==> config.mk <==
export PLATFORM = sky130hd
export DESIGN_NAME = frame_slicer
export DESIGN_NICKNAME = d
export VERILOG_FILES = /design/src/rtl/frame_slicer.sv
export SDC_FILE = /design/constraint.sdc
export NUM_CORES = 1
export LEC_CHECK = 0
export ABC_AREA = 1
export CAP_MARGIN = 20
export CORE_ASPECT_RATIO = 0.7
export CORE_MARGIN = 10
export CORE_UTILIZATION = 56
export DETAILED_ROUTE_END_ITERATION = 8
export GPL_TIMING_DRIVEN = 1
export HOLD_SLACK_MARGIN = 0.08
export PLACE_DENSITY = 0.8
export RECOVER_POWER = 50
export SYNTH_ARGS = -nofsm -noshare
export SYNTH_HDL_FRONTEND = slang
export SYNTH_SLANG_ARGS = --single-unit
export TNS_END_PERCENT = 1
==> constraint.sdc <==
create_clock -name clk -period 6.42 [get_ports clk]
set_input_delay 0.642 -clock clk [delete_from_list [all_inputs] [get_ports clk]]
set_output_delay 0.642 -clock clk [all_outputs]
set_load 0.1 [all_outputs]
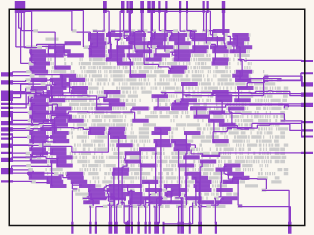
**Above:** run 1 (nets reached from selected ports).
(1.5 px per um)
- purple: in_frame (direction input; edge 29 left, 28 top, 27 bottom, 12 right; end cells 192; buffers 96; wire 4760 um)
Port-buffer cells: 131
number of top-level pins: 132

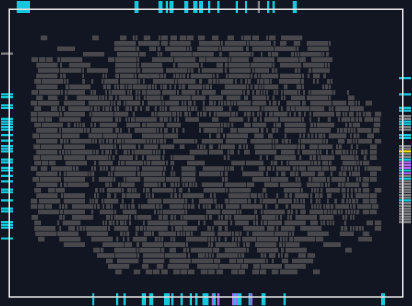
**Above:** run 1 (I/O pins on the die edge).
(2 px per um) Pins as bars across the die edge, other pins in gray.
- purple: out_data (pins 9; direction output; edge 5 bottom, 4 right)
- cyan: in_frame (pins 96; direction input; edge 29 left, 28 top, 27 bottom, 12 right)
- yellow: out_valid (pins 1; direction output; edge right)
floorplan die width: 195.9 um
Die H: 143.2 um

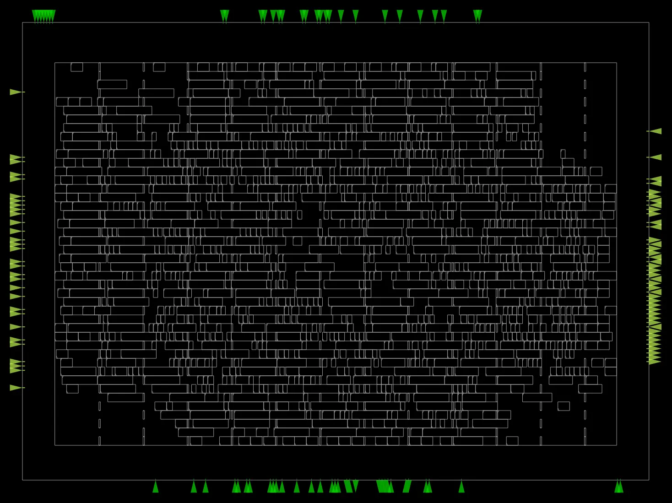
**Above:** run 1 (placed standard cells).
final sequential cell count: 315
Layout fillers: 1555

==> flow_summary.json, run 1 <==
{
  "outcome": "finished, violations left",
  "failing_checks": "max-capacitance violations, max-slew violations",
  "grt_pass1_vias": 8095,
  "layout.cell_area.non_filler_mm2": 0.01442,
  "largest_cell_class": "sequential cells",
  "simple_gate_area_share_pct": 14.47,
  "stage_log_warnings": 31,
  "critPathKind": "in -> reg",
  "cts_hold_buffers": 0,
  "synthTopCellsByCount": "nand2_1 (404), edfxtp_1 (192), dfxtp_1 (123)",
  "placedCellCount": 1532,
  "timing_hold_violations_final": 0,
  "cts_root_buffer": "clkbuf_16",
  "logic_area_mm2": 0.003124,
  "grt_start_max_net_pins": 113,
  "post_route_total_power_uw": 5682,
  "synthesis.nets": 1293,
  "fin_worst_skew_ns": 0.01792,
  "timing.critical_path.slowest_stage_cell": "nor2_1",
  "area.growth.synth_to_final_pct": 18.86,
  "fp-utilization_pct": 57.70,
  "cell_breakdown_of_the_critical_path": "clkbuf_1, nor2_1, nand2_1, nor2_1, buf_4",
  "xor_area_share_pct": 0.2165,
  "route.detailed.wl_per_inst_um": 16.37,
  "layout.comb_gates.multi_input": 687,
  "power_frac_clock_pct": 29.2,
  "global_route.usage.met3_pct": 3.930,
  "cts_buffers": 29,
  "cell_repeated_most_along_the_worst_path": "nor2_1",
  "fin_tns_setup_ns": 0,
  "multi_input_gate_share_of_the_layout_cell_area_pct": 21.66,
  "n_all_inverters": 115,
  "ys_seq_share_pct": 67.81,
  "core_area_mm2": 0.02103,
  "post_dp_cell_area_mm2": 0.01354,
  "mux_share_pct": 0.8352,
  "tritoncts": "yes",
  "top_signal_layer_used": "met5",
  "nonClkBufAreaFrac_pct": 9.465,
  "cp.required_ns": 6.57,
  "wl_met3_mm": 2.151,
  "antenna_fix_cells": 3,
  "ys_sh_aoi_pct": 9.796,
  "detailedRoute.firstPassIterationCount": 7,
  "ys_ff": 315,
  "synth.avg_cell_area_um2": 10.21,
  "final_layout_size_suffix_gt1_share_pct": 4.966,
  "fin_crit_ns": 3.952,
  "regToRegSetupSlack_ns": 2.73,
  "synth_top_flop_cell": "edfxtp_1",
  "yosysMostFrequentCell": "nand2_1",
  "ir_drop_mv": 0.2314,
  "synth_cell_types": 25,
  "internal-power_uw": 3803,
  "tally_of_max_capacitance_violations": 3,
  "clock_sink_count": 315,
  "grt_overflow": 0,
  "comb_power_uw": 1340,
  "num_vias": 8498,
  "layout.cells.non_filler": 1588,
  "max_slew_headroom_pct": -56.89,
  "static_leakage_uw": 0.005134,
  "die_area_mm2": 0.02805,
  "via_per_inst": 5.351,
  "area_share_clock_buf_inv_pct": 6.359,
  "holdWs_ns": 0.4480,
  "globalRoute.busiestLayer": "met2",
  "global_route.usage.met1_pct": 24.64,
  "area.sequential_mm2": 0.008232,
  "postRouteAntennaNets": 0,
  "seq_area_share_pct": 57.07,
  "final-max-slew-violation-count": 78,
  "p_seq_share_pct": 47.2,
  "met2_usage_pct": 28.85,
  "initial_antenna_violation_count": 5,
  "setup.worst_path.start_class": "input pin",
  "topCombFamilyByArea": "simple AND/OR/NAND/NOR gates",
  "grt_usage_pct": 17.92,
  "switching_power_total_uw": 1880,
  "wl_met1_mm": 11.56,
  "synthArstFlopShare_pct": 0,
  "worstPathBufferInverterCount": 2,
  "worst-r2r-cell-count": 4,
  "drt-initial-drc-count": 801,
  "yosys-stat-cells": 1189,
  "topCellsByArea": "edfxtp_1 (48%), dfxtp_1 (20%), nand2_1 (12%)",
  "clock_tree.htree_level_count": 1,
  "num_rows": 44,
  "post-route-period-util_pct": 61.56,
  "post_cts.repair.setup_buffers": 0,
  "combined_area_of_all_synthesized_cells_mm2": 0.01213,
  "clock_buf_count": 40,
  "clock_path_buffers": 3,
  "synth_top_area_share_pct": 47.51,
  "num_tap_cells": 276
}
==> run 1 -> run 2 <==
--- a/config.mk
+++ b/config.mk
@@ -9,11 +9,11 @@
 export CAP_MARGIN = 20
 export CORE_ASPECT_RATIO = 0.7
 export CORE_MARGIN = 10
-export CORE_UTILIZATION = 56
+export CORE_UTILIZATION = 51
 export DETAILED_ROUTE_END_ITERATION = 8
 export GPL_TIMING_DRIVEN = 1
 export HOLD_SLACK_MARGIN = 0.08
-export PLACE_DENSITY = 0.8
+export PLACE_DENSITY = 0.77
 export RECOVER_POWER = 50
 export SYNTH_ARGS = -nofsm -noshare
 export SYNTH_HDL_FRONTEND = slang
==> constraint.sdc (replaced) <==
create_clock -name clk -period 3.4 [get_ports clk]
set_input_delay 0.34 -clock clk [delete_from_list [all_inputs] [get_ports clk]]
set_output_delay 0.34 -clock clk [all_outputs]
set_load 0.1 [all_outputs]
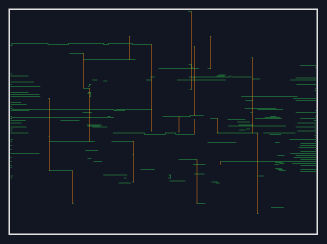
**Above:** run 2 (metal layers overlaid).
(1.5 px per um) Only two layers are drawn.
- green: met3 (wire length 1640 um)
- orange: met4 (wire length 513 um)
Vias: 8408
mean routed wirelength per cell: 15.92 um
GRT Overall Usage: 16.87%
final wirelength: 26.06 mm

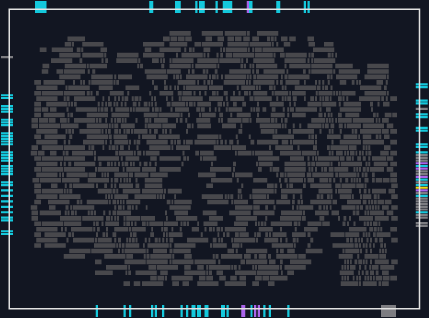
**Above:** run 2 (I/O pins on the die edge).
(2 px per um) Pins as bars across the die edge, other pins in gray.
Die H: 149.1 um
floorplan die width: 204.4 um

==> run 2 against run 1 <==
Effect of this change:
- the flow finishes with violations (max-capacitance violations)
- total power rose by 94%
- final cell count rose by 3.1%
- combinational power increased by 100%
- register-to-register slack got worse by 1.7 ns
- setup slack lost 1.6 ns
- via count is 1.1% lower
- first-iteration DRC count down 23%
- synthesized cell count is the same
- critical path depth is 3 lower
- sequential cell count did not move
- clock power rose by 100%
- critical endpoint is now in_ready
- largest cell class unchanged
- highest routed layer unchanged
==> flow_summary.json, run 2 <==
{
  "tally_of_max_capacitance_violations": 1,
  "logic_area_mm2": 0.003158,
  "area.sequential_mm2": 0.008232,
  "topCombFamilyByArea": "simple AND/OR/NAND/NOR gates",
  "area_share_clock_buf_inv_pct": 6.779,
  "met2_usage_pct": 26.85,
  "internal-power_uw": 7452,
  "synthesis.nets": 1293,
  "switching_power_total_uw": 3592,
  "layout.cells.non_filler": 1637,
  "layout.cell_area.non_filler_mm2": 0.01467,
  "fp-utilization_pct": 51.59,
  "wl_met3_mm": 1.635,
  "multi_input_gate_share_of_the_layout_cell_area_pct": 21.52,
  "p_seq_share_pct": 45.2,
  "initial_antenna_violation_count": 4,
  "yosysMostFrequentCell": "nand2_1",
  "clock_sink_count": 315,
  "outcome": "finished, violations left",
  "cts_hold_buffers": 0,
  "worst-r2r-cell-count": 4,
  "detailedRoute.firstPassIterationCount": 5,
  "seq_area_share_pct": 56.10,
  "clock_path_buffers": 3,
  "ys_seq_share_pct": 67.81,
  "synth.avg_cell_area_um2": 10.21,
  "n_all_inverters": 115,
  "numSequentialCells": 315,
  "synthArstFlopShare_pct": 0,
  "setup.worst_path.start_class": "register",
  "io-pin-count": 132,
  "failing_checks": "max-capacitance violations",
  "synthTopCellsByCount": "nand2_1 (404), edfxtp_1 (192), dfxtp_1 (123)",
  "grt_pass1_vias": 8224,
  "synth_top_area_share_pct": 47.51,
  "simple_gate_area_share_pct": 14.47,
  "static_leakage_uw": 0.005213,
  "numPortBuffers": 131,
  "largest_cell_class": "sequential cells",
  "final_layout_size_suffix_gt1_share_pct": 5.543,
  "placedCellCount": 1579,
  "nFillCells": 1912,
  "global_route.usage.met1_pct": 23.37,
  "xor_area_share_pct": 0.2165,
  "clock_tree.htree_level_count": 1,
  "fin_tns_setup_ns": 0,
  "tritoncts": "yes",
  "ys_sh_aoi_pct": 9.796,
  "combined_area_of_all_synthesized_cells_mm2": 0.01213,
  "max_slew_headroom_pct": 0.6449,
  "die_area_mm2": 0.03046,
  "ir_drop_mv": 0.4953,
  "layout.comb_gates.multi_input": 687,
  "grt_overflow": 0,
  "fin_worst_skew_ns": 0.01503,
  "grt_start_max_net_pins": 98,
  "holdWs_ns": 0.2151,
  "critPathKind": "reg -> out",
  "cts_root_buffer": "clkbuf_16",
  "cp.required_ns": 3.06,
  "num_tap_cells": 318,
  "global_route.usage.met3_pct": 3.060,
  "post_route_total_power_uw": 11040,
  "postRouteAntennaNets": 0,
  "comb_power_uw": 2710,
  "worstPathBufferInverterCount": 1,
  "post_cts.repair.setup_buffers": 0,
  "final-max-slew-violation-count": 0,
  "post_dp_cell_area_mm2": 0.01371,
  "globalRoute.busiestLayer": "met2",
  "mux_share_pct": 0.8352,
  "antenna_fix_cells": 2,
  "yosys-stat-cells": 1189,
  "synth_top_flop_cell": "edfxtp_1",
  "regToRegSetupSlack_ns": 0.99,
  "area.growth.synth_to_final_pct": 20.92,
  "drt-initial-drc-count": 618,
  "core_area_mm2": 0.02352
}
No activity file was given, so power comes from the tool's default toggle rates.
